==> src/rtl/jpeg_rd_pkg.sv <==
// Shared definitions for the JPEG entropy-segment bit reader.
package jpeg_rd_pkg;

  localparam int BUF_W_DEF = 32;
  localparam int WIN_W_DEF = 16;

  localparam logic [7:0] JPEG_FF    = 8'hFF;
  localparam logic [7:0] JPEG_STUFF = 8'h00;
  localparam logic [7:0] JPEG_RST0  = 8'hD0;
  localparam logic [7:0] JPEG_RST1  = 8'hD1;
  localparam logic [7:0] JPEG_RST2  = 8'hD2;
  localparam logic [7:0] JPEG_RST3  = 8'hD3;
  localparam logic [7:0] JPEG_RST4  = 8'hD4;
  localparam logic [7:0] JPEG_RST5  = 8'hD5;
  localparam logic [7:0] JPEG_RST6  = 8'hD6;
  localparam logic [7:0] JPEG_RST7  = 8'hD7;
  localparam logic [7:0] JPEG_EOI   = 8'hD9;

  // Byte-parsing state: plain data, just saw 0xFF, or parked on a marker.
  typedef enum logic [1:0] {
    S_DATA   = 2'd0,
    S_FF     = 2'd1,
    S_MARKER = 2'd2
  } rd_state_e;

endpackage

==> src/rtl/jpeg_bit_buffer.sv <==
// MSB-aligned bit buffer: drops consumed bits from the top and appends a
// byte directly below the surviving bits. Bits below the count are always 0,
// so the window reads 0 past the valid data without extra masking.
module jpeg_bit_buffer #(
  parameter  int BUF_W = 32,
  parameter  int WIN_W = 16,
  localparam int CNT_W = $clog2(BUF_W) + 1
) (
  input  logic             clk,
  input  logic             rst,
  input  logic             clear,
  input  logic             append_en,
  input  logic [7:0]       append_byte,
  input  logic [4:0]       consume_len,
  output logic [WIN_W-1:0] window,
  output logic [CNT_W-1:0] count
);

  logic [BUF_W-1:0] bits_q, bits_d, kept, placed;
  logic [CNT_W-1:0] count_q, count_d, remain;

  // Shift out consumed bits, then drop the new byte just below what remains.
  always_comb begin
    kept    = bits_q << consume_len;
    remain  = count_q - CNT_W'(consume_len);
    placed  = {append_byte, {(BUF_W-8){1'b0}}} >> remain;
    bits_d  = kept;
    count_d = remain;
    if (clear) begin
      bits_d  = '0;
      count_d = '0;
    end else if (append_en) begin
      bits_d  = kept | placed;
      count_d = remain + CNT_W'(8);
    end
  end

  // Buffer and count registers.
  always_ff @(posedge clk) begin
    if (rst) begin
      bits_q  <= '0;
      count_q <= '0;
    end else begin
      bits_q  <= bits_d;
      count_q <= count_d;
    end
  end

  assign window = bits_q[BUF_W-1 -: WIN_W];
  assign count  = count_q;

endmodule

==> src/rtl/jpeg_bitstream_reader.sv <==
// JPEG entropy-segment reader: unstuffs 0xFF00, parks on markers until
// acknowledged, and exposes an MSB-first peek window to the Huffman decoder.
module jpeg_bitstream_reader
  import jpeg_rd_pkg::*;
#(
  parameter  int BUF_W = BUF_W_DEF,
  parameter  int WIN_W = WIN_W_DEF,
  localparam int CNT_W = $clog2(BUF_W) + 1
) (
  input  logic             clk,
  input  logic             rst,
  input  logic [7:0]       in_data,
  input  logic             in_valid,
  output logic             in_ready,
  output logic [WIN_W-1:0] bits_window,
  output logic [CNT_W-1:0] bits_count,
  input  logic             consume_valid,
  input  logic [4:0]       consume_len,
  output logic             consume_ready,
  output logic             marker_valid,
  output logic [7:0]       marker_code,
  input  logic             marker_ack,
  output logic             err_overconsume
);

  rd_state_e  state_q, state_d;
  logic       marker_valid_q, marker_valid_d;
  logic [7:0] marker_code_q, marker_code_d;
  logic       err_q, err_d;
  logic       accept, append_en, clear;
  logic [7:0] append_byte;
  logic [4:0] eff_len;

  // Handshakes depend only on registered state and the requested length.
  always_comb begin
    in_ready      = (state_q != S_MARKER) && (bits_count <= CNT_W'(BUF_W - 8));
    consume_ready = (int'(consume_len) <= WIN_W) && (int'(consume_len) <= int'(bits_count));
    accept        = in_valid && in_ready;
    eff_len       = (consume_valid && consume_ready) ? consume_len : 5'd0;
  end

  // Byte parser: unstuffing, fill-byte skipping, marker capture and release.
  always_comb begin
    state_d        = state_q;
    marker_valid_d = marker_valid_q;
    marker_code_d  = marker_code_q;
    append_en      = 1'b0;
    append_byte    = in_data;
    clear          = 1'b0;
    case (state_q)
      S_DATA: begin
        if (accept) begin
          if (in_data == JPEG_FF) state_d = S_FF;
          else                    append_en = 1'b1;
        end
      end
      S_FF: begin
        if (accept) begin
          if (in_data == JPEG_STUFF) begin
            append_en   = 1'b1;
            append_byte = JPEG_FF;
            state_d     = S_DATA;
          end else if (in_data != JPEG_FF) begin
            marker_code_d  = in_data;
            marker_valid_d = 1'b1;
            state_d        = S_MARKER;
          end
        end
      end
      S_MARKER: begin
        if (marker_ack) begin
          marker_valid_d = 1'b0;
          clear          = 1'b1;
          state_d        = S_DATA;
        end
      end
      default: state_d = S_DATA;
    endcase
  end

  // Over-length consume requests latch an error until reset.
  always_comb begin
    err_d = err_q | (consume_valid && (int'(consume_len) > WIN_W));
  end

  // Control registers.
  always_ff @(posedge clk) begin
    if (rst) begin
      state_q        <= S_DATA;
      marker_valid_q <= 1'b0;
      marker_code_q  <= 8'h00;
      err_q          <= 1'b0;
    end else begin
      state_q        <= state_d;
      marker_valid_q <= marker_valid_d;
      marker_code_q  <= marker_code_d;
      err_q          <= err_d;
    end
  end

  jpeg_bit_buffer #(.BUF_W(BUF_W), .WIN_W(WIN_W)) u_buf (
    .clk         (clk),
    .rst         (rst),
    .clear       (clear),
    .append_en   (append_en),
    .append_byte (append_byte),
    .consume_len (eff_len),
    .window      (bits_window),
    .count       (bits_count)
  );

  assign marker_valid    = marker_valid_q;
  assign marker_code     = marker_code_q;
  assign err_overconsume = err_q;

endmodule

==> config.mk <==
export PLATFORM = sky130hd
export DESIGN_NAME = jpeg_bitstream_reader
export DESIGN_NICKNAME = d
export VERILOG_FILES = /design/src/rtl/jpeg_rd_pkg.sv /design/src/rtl/jpeg_bit_buffer.sv /design/src/rtl/jpeg_bitstream_reader.sv
export SDC_FILE = /design/constraint.sdc
export NUM_CORES = 1
export LEC_CHECK = 0
export ABC_CLOCK_PERIOD_IN_PS = 7700
export CAP_MARGIN = 40
export CORE_ASPECT_RATIO = 0.7
export CORE_MARGIN = 2
export CORE_UTILIZATION = 64
export CTS_BUF_LIST = sky130_fd_sc_hd__clkbuf_4
export CTS_CLUSTER_SIZE = 10
export DETAILED_ROUTE_END_ITERATION = 6
export GPL_TIMING_DRIVEN = 0
export PLACE_DENSITY = 0.93
export SKIP_CTS_REPAIR_TIMING = 1
export SYNTH_ARGS = -nofsm -noshare
export SYNTH_HDL_FRONTEND = slang
export SYNTH_HIERARCHICAL = 1
export SYNTH_SLANG_ARGS = --single-unit
==> constraint.sdc <==
create_clock -name clk -period 7.7 [get_ports clk]
set_input_delay 1.54 -clock clk [delete_from_list [all_inputs] [get_ports clk]]
set_output_delay 1.54 -clock clk [all_outputs]
set_load 0.02 [all_outputs]
run_1/registers.png
Scale: 4 px per um. Other sequential cells in the stronger gray, the rest of the logic in the fainter gray.
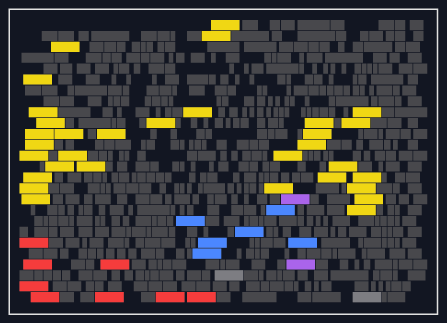
Key: yellow = u_buf/bits_q [sequential cells 32]; blue = u_buf/count [sequential cells 6, where south]; purple = state_q [sequential cells 2]; red = marker_code [sequential cells 8, where south-west]
sequential power: 417 uW
register share of the cell area: 18.5%
Core Util, Final: 74.9%
Seq. cell area: 1000 um^2

run_1/final_congestion.png
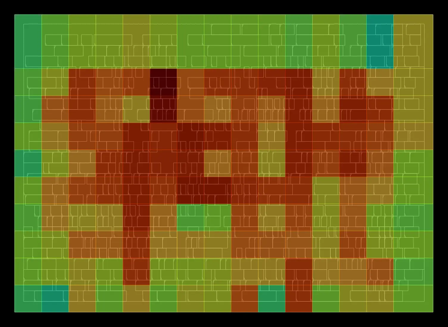
met2 GRT Util: 59.5%
GRT busiest layer: met2
gr usage total: 40.3%

run_1/gate_families.png
Scale: 4 px per um.
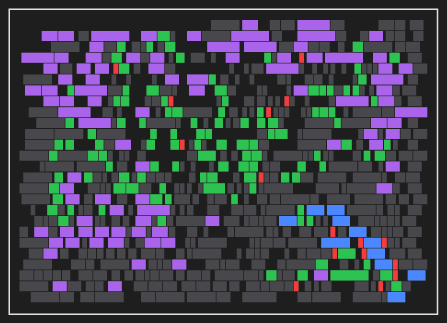
Key: green = inverting AOI/OAI gates [cells 113]; blue = adder and majority cells [cells 11, where south-east]; red = inverters [cells 16]; purple = multiplexers [cells 90, where all over the die]

==> run notes, run 1 <==
impl run done, here's what came out: max_cap viols 0, leading area contributor after synthesis dfxtp_1, Post-synth EDFFs 0, headroom to the max-slew limit 33.7%, Pwr Total roughly 1.8 mW, chip width 107 um, Port-buffer cells between 50 and 60, Setup TNS Final 0 ps, CTS clk-pin slew, worst paths approximately 150 ps, slowest stage delay, CP approximately 660 ps, largest reg by FF count u_buf/bits_q, Finished Layout Cells between 700 and 800, clock-cell share of area 0.972%, die area approximately 8100 um^2, Synth Register Bits 50, end of the worst hold path marker_code[4], P_clk 126 uW, most used cell, CP ha_1, RD Place Congestion ~1.1, Mapped Cells roughly 570, WL/cell 22.5 um, Final setup viols 0, CP arrival about 6600 ps, Non-clock buffers 103, Cell Type Count 69, remaining antenna violation count 0, Synth Warn # 6, total number of vias ~5000, Comb pwr share a little over two thirds, FF-to-FF Start u_buf/count[1], nets about 660, well-tap cell count about 98, post-DP HPWL between 10000 and 15000 um, netlist area before placement 4720 um^2, RSZ-0062 raised after global routing no, Core Area roughly 7200 um^2, Synth Area in Adders between 3 and 4%, total CTS buffers 5, P&R area growth vs syn 14.5%, YS chip area 4720 um^2, Log Warnings 26, met2 wire length 6620 um, hold path start marker_code[4], Commonest Layout Cell nand2_1, Peak VDD IR about 0.27 mV, post-synthesis compound-gate area fraction a little under a fifth, register share of total power a little under a quarter, clock network fraction of design power approximately 7%, dpl ws approximately 1200 ps, nonclk inv count 16, count of multi-input combinational gates between 400 and 500, Main power group combinational cells, CP Capture Type flip-flop, Worst Slack Setup Final between 1000 and 1500 ps, Synth top cell by count nand2_1, mux share about a quarter, Root Buffer Master clkbuf_4, GRT met1 Usage between 50% and 60%, non-clock buffer share of cell area 15.6%, P_comb 1.28 mW, final-layout clock buffer total 5, DRT Wirelength ~16000 um, Post-synth top flop dfxtp_1, Row Count 26, most numerous logic cells after layout nand2_1, nor2_1, mux2i_1, clkdlybuf4s50_1, dfxtp_1, Top class by area combinational gates, Buf/Inv on CP 5, Critical Path Fanout Max 10, crit path capture u_buf/bits_q[7], status complete, no violations, max layer used met4, final period utilization 81.9%, yosys stat cell total roughly 570, CTS tree yes, Placed Cells 717, Slowest cell on crit path a311oi_1, Psw around 940 uW, critical path class in2reg, CTS H-tree lvls 2, critical path cell sequence clkdlybuf4s50_1 -> ha_1 -> nand3_1 -> o21bai_1 -> a311oi_1 -> nor3_1 -> buf_4 -> inv_1 -> clkbuf_1 -> ha_1 -> o22ai_2 -> xor2_2 -> buf_6 -> mux2i_1 -> o22ai_1, DRC Markers 0, Hold Fails Final Rpt 0, first-pass GRT wire length ~25000 um, DRT iter0 DRCs 707, crit start category input port, GRT Residual Overflow 0, Fillers 572, DR WL met3 around 2700 um, GR Util met3 ~14%, worst hold path class reg2reg, FFs w/ async S/R, synth 0%, Comb gate area approximately 3300 um^2, Switching Share around 52%, Reg2Reg Setup Slack ~2400 ps, layout cells sized above 1 between 15 and 20%, Internal roughly 900 uW, top cells, area dfxtp_1, mux2i_1, mux4_2
run_1/met2.png
Scale: 2 px per um. Cells faint in the background.
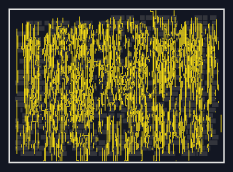

--- run 2 (diff from run 1) ---
- ABC_CLOCK_PERIOD_IN_PS: 7700 -> 5500
- CORE_UTILIZATION: 64 -> 54
- PLACE_DENSITY: 0.93 -> 0.84
- clock period: 7.7 -> 5.5 ns (I/O delays scaled with it)
run_2/met2.png
Scale: 2 px per um. Cells faint in the background.
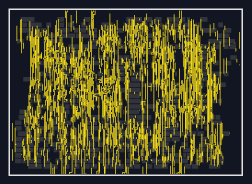
The layer carries 6610 um of wire. The longest straight run is 42.3 um.
total number of vias: 4974
met2 GRT Util: 47.9%
DRT Wirelength: 16900 um

==> run 2 against run 1 <==
The run now ends with DRC left. Area after synthesis unchanged. Sequential power up 46%. Sequential share of layout area is 0.22 points lower. Flip-flop count unchanged. Via count shrank 1.1%. Critical path depth did not move. Global-route usage fell by 4.9 points. Clock power increased by 41%. Clock-buffer cell count unchanged. Critical endpoint is now u_buf/bits_q[5].
==> run notes, run 2 <==
impl run done, here's what came out: Log Warnings 26, Row Count 28, Root Buffer Master clkbuf_4, Synth Warn # 6, final-layout clock buffer total 5, headroom to the max-slew limit between 40% and 50%, nets 655, Comb gate area around 3400 um^2, Synth Area in Adders slightly above 3%, post-DP HPWL 13400 um, GR Util met3 roughly 14%, max layer used met4, layout cells sized above 1 17.1%, Core Util, Final around 65%, DRT iter0 DRCs approximately 630, DRC Markers 3, Psw 1.35 mW, hold depth 2, chip width around 120 um, Pwr Total around 2.6 mW, Cell Type Count roughly 69, hold path start marker_code[7], end of the worst hold path marker_code[7], critical path class in2reg, FF-to-FF Start u_buf/count[2], WL/cell about 23 um, Seq. cell area 1000 um^2, sequential power between 600 and 700 uW, CTS tree yes, GRT Residual Overflow 0, CTS clk-pin slew, worst paths about 160 ps, register share of the cell area a little under a fifth, nonclk inv count 16, Syn Nets just under 600, Setup TNS Final 0 ps, FFs w/ async S/R, synth 0%, RD Place Congestion between 1 and 1.5, status finished, violations left, count of multi-input combinational gates between 400 and 500, FP Core Util around 56%, Slowest cell on crit path a311oi_2, register share of total power a little under a quarter, remaining antenna violation count 0, Final setup viols 0, GRT busiest layer met1, Port-buffer cells between 50 and 60, Comb pwr share a little over two thirds, CP arrival roughly 5600 ps, largest net degree at the start of global routing 17, Post-synth top flop dfxtp_1, Mapped Cells ~570, met2 wire length approximately 6600 um, Design Area, Final roughly 5500 um^2, P_comb approximately 1.8 mW, vias in the first global route about 4400, Post-synth EDFFs 0, Worst EP required around 5800 ps, most used cell, CP ha_1, crit path capture u_buf/bits_q[5], GRT met1 Usage a little over half, mux share ~24%, family with the most delay on the worst path buffers and inverters, CTS sink count about 50, max_cap viols 0, clock-cell share of area about 1.1%, die area 9520 um^2, Fillers 743, Commonest Layout Cell nand2_1, Critical Path Fanout Max 10, leading area contributor after synthesis dfxtp_1, Die Y roughly 82 um, CP Capture Type flip-flop, slowest stage delay, CP roughly 530 ps, Non-clock buffers about 100, gr usage total roughly 35%, first-pass GRT wire length 25200 um, most numerous logic cells after layout nand2_1, nor2_1, mux2i_1, clkdlybuf4s50_1, dfxtp_1, worst r2r dst u_buf/bits_q[5], CTS H-tree lvls 2, worst hold path class reg2reg, yosys stat cell total ~570, Synth Register Bits around 50, Buf/Inv on CP 5, well-tap cell count about 120, crit start category input port, critical path cell sequence clkdlybuf4s50_1 -> ha_1 -> nand3_1 -> o21bai_1 -> a311oi_2 -> nor3_2 -> buf_4 -> inv_1 -> clkbuf_1 -> ha_1 -> o22ai_2 -> xor2_2 -> buf_6 -> mux2i_1 -> o22ai_1, drt pass-1 iters 7, Finished Layout Cells 747, top cells, area dfxtp_1, mux2i_1, mux4_2, Reg2Reg Setup Slack 710 ps, Switching Share roughly half, Main power group combinational cells, clock network fraction of design power between 6 and 7%, largest reg by FF count u_buf/bits_q, Hold Fails Final Rpt 0, DR WL met3 about 2700 um, highest clock rate about 190 MHz, dpl ws -374 ps, Core Area 8480 um^2, Placed Cells around 740, Top class by area combinational gates, Main logic family multiplexers, non-clock buffer share of cell area about 15%, P_clk about 180 uW, Worst Slack Setup Final around 130 ps, P&R area growth vs syn 15.9%, Internal roughly 1.2 mW, Synth top cell by count nand2_1, netlist area before placement 4720 um^2, worst-margin pin slew ~900 ps, failing checks DRC, Peak VDD IR about 0.35 mV, post-synthesis compound-gate area fraction 19.1%, logic share of the area 61.4%, total CTS buffers 5, CTS max path bufs 2, final period utilization about 98%, YS chip area about 4700 um^2
run_2/registers.png
Scale: 4 px per um. Other sequential cells in the stronger gray, the rest of the logic in the fainter gray.
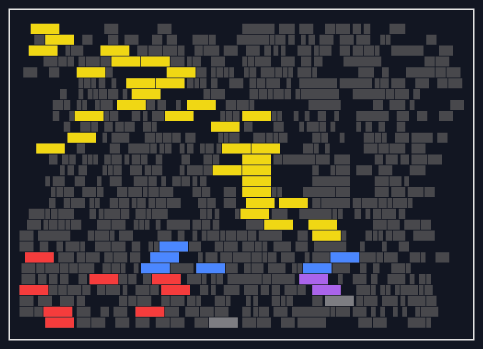
Key: yellow = u_buf/bits_q [sequential cells 32]; blue = u_buf/count [sequential cells 6]; purple = state_q [sequential cells 2]; red = marker_code [sequential cells 8, where south-west]

run_2/gate_families.png
Scale: 4 px per um.
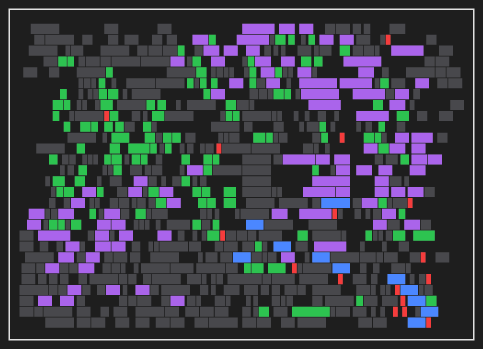

--- run 3 (diff from run 2) ---
- MAX_ROUTING_LAYER: not set -> met4
- RECOVER_POWER: not set -> 100
run_3/gate_families.png
Scale: 4 px per um.
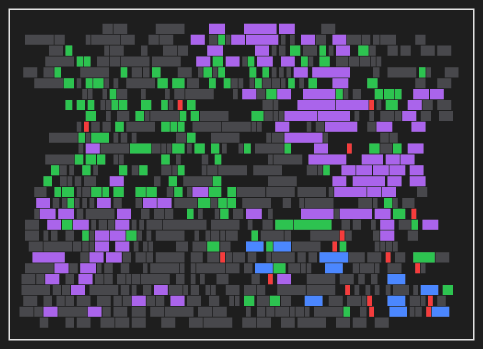
Key: green = inverting AOI/OAI gates [cells 113]; blue = adder and majority cells [cells 11]; purple = multiplexers [cells 90, where all over the die]; red = inverters [cells 16]

==> run 3 against run 2 <==
Critical endpoint is now u_buf/bits_q[4]. Synthesized cell count did not move. Combinational power barely moved. Worst setup slack improved by 60 ps. Sequential power barely moved. Largest power group unchanged. The run now ends clean.
==> run notes, run 3 <==
impl run done, here's what came out: status complete, no violations, P_comb between 1.5 and 2 mW, slowest stage delay, CP around 550 ps, Worst EP required 5830 ps, chip width roughly 120 um, RSZ-0062 raised after global routing no, DR WL met3 approximately 2800 um, CTS H-tree lvls 2, yosys stat cell total around 570, Post-synth EDFFs 0, register share of total power 23.0%, Pwr Total roughly 2.6 mW, final period utilization slightly below 100%, DRC Markers 0, largest reg by FF count u_buf/bits_q, Slowest cell on crit path a311oi_2, P&R area growth vs syn 15.8%, Main power group combinational cells, CP arrival around 5600 ps, Main logic family multiplexers, Fillers roughly 760, Internal approximately 1.3 mW, post-DP HPWL approximately 13000 um, Synth Area in Adders under 10%, Buf/Inv on CP 4, drt pass-1 iters 6, critical path class in2reg, total CTS buffers 5, clock-cell share of area approximately 1.6%, Core Area about 8500 um^2, most numerous logic cells after layout nand2_1, nor2_1, mux2i_1, worst r2r dst u_buf/bits_q[4], hold path start marker_code[7], Non-clock buffers about 100, Design Area, Final approximately 5500 um^2, Comb gate area ~3300 um^2, family with the most delay on the worst path buffers and inverters, DRT Wirelength 17100 um, Critical Path Fanout Max 10, CTS sink count roughly 50, first-pass GRT wire length roughly 26000 um, P_clk between 200 and 250 uW, DRT iter0 DRCs 708, Row Count 28, largest net degree at the start of global routing 18, Seq. cell area around 1000 um^2, clock network fraction of design power 8.8%, CTS tree yes, Comb pwr share slightly below 70%, RD Place Congestion around 1.1, die area between 9000 and 10000 um^2, hold depth 2, Root Buffer Master clkbuf_4, Commonest Layout Cell nand2_1, met2 wire length roughly 6800 um, vias in the first global route approximately 4500, crit path capture u_buf/bits_q[4], Finished Layout Cells about 750, well-tap cell count 120, max_cap viols 0, GRT Residual Overflow 0, Cell Type Count around 70, CP Capture Type flip-flop, Placed Cells 739, total number of vias just under 5000, Reg2Reg Setup Slack ~770 ps, YS chip area 4720 um^2, netlist area before placement roughly 4700 um^2, dpl ws -402 ps, Synth Warn # 6, Synth top cell by count nand2_1, headroom to the max-slew limit a little over two fifths, worst-margin pin slew 848 ps, CTS clk-pin slew, worst paths 180 ps, max layer used met4, Mapped Cells roughly 570, Switching Share 51.7%, FFs w/ async S/R, synth 0%
run_3/final_congestion.png
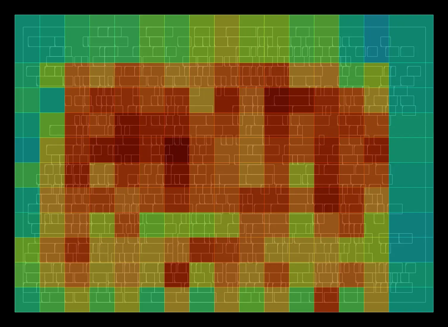
Core Util, Final: 64.5%
met2 GRT Util: 51.8%
GR Util met3: 15.5%
GRT met1 Usage: 51.5%
WL/cell: 22.9 um


## Gallery

Zoomed window.
picture 1
Region (38, 38) to (78, 78) um. Cells in gray, sequential cells in the stronger gray; small squares are vias.
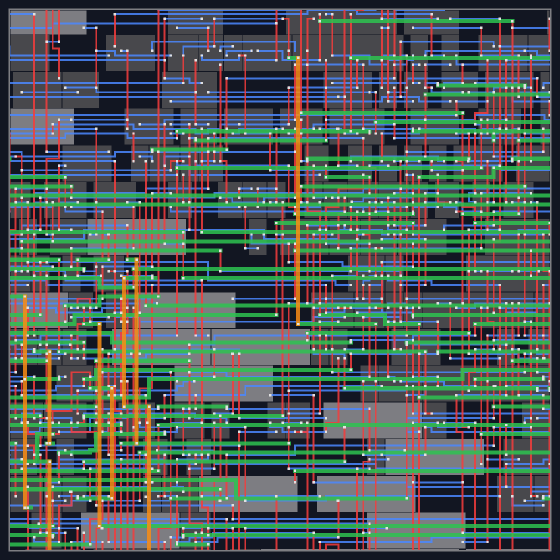
picture 2
Region (33, 33) to (73, 73) um. Cells in gray, sequential cells in the stronger gray; small squares are vias.
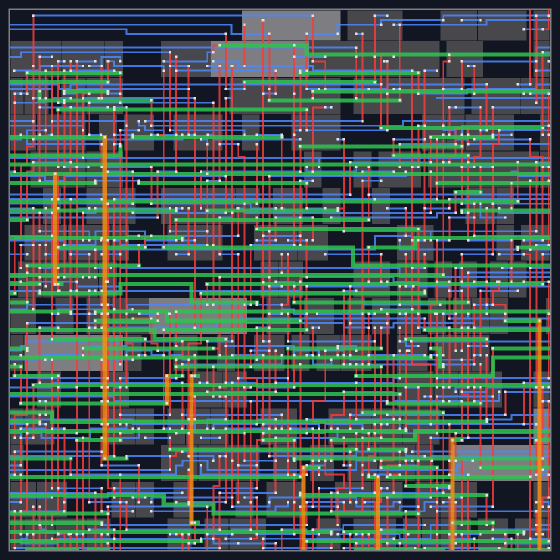
picture 3
Region (38, 38) to (78, 78) um. Cells in gray, sequential cells in the stronger gray; small squares are vias.
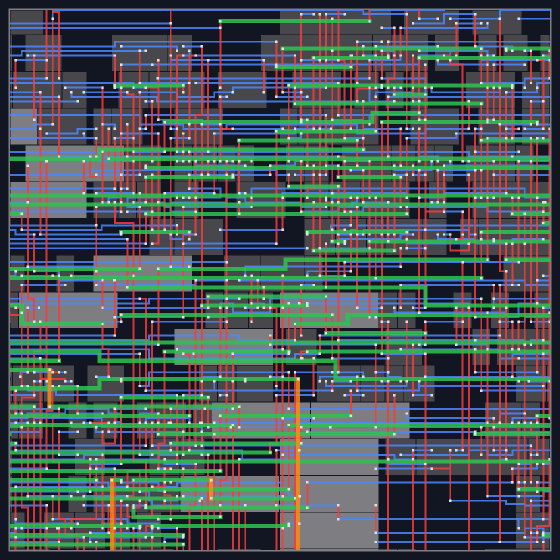
run 1 -> picture 2
run 2 -> picture 3
run 3 -> picture 1

Key to picture 3:
Key: blue = met1; orange = met4; red = met2; green = met3
127 logic cells have their middle in the window. Netlist names of flops here include u_buf/bits_q (12). Most frequent: nand2_1 (23), dfxtp_1 (12). Sequential cells in the window: 12.

No activity file was given, so power comes from the tool's default toggle rates.
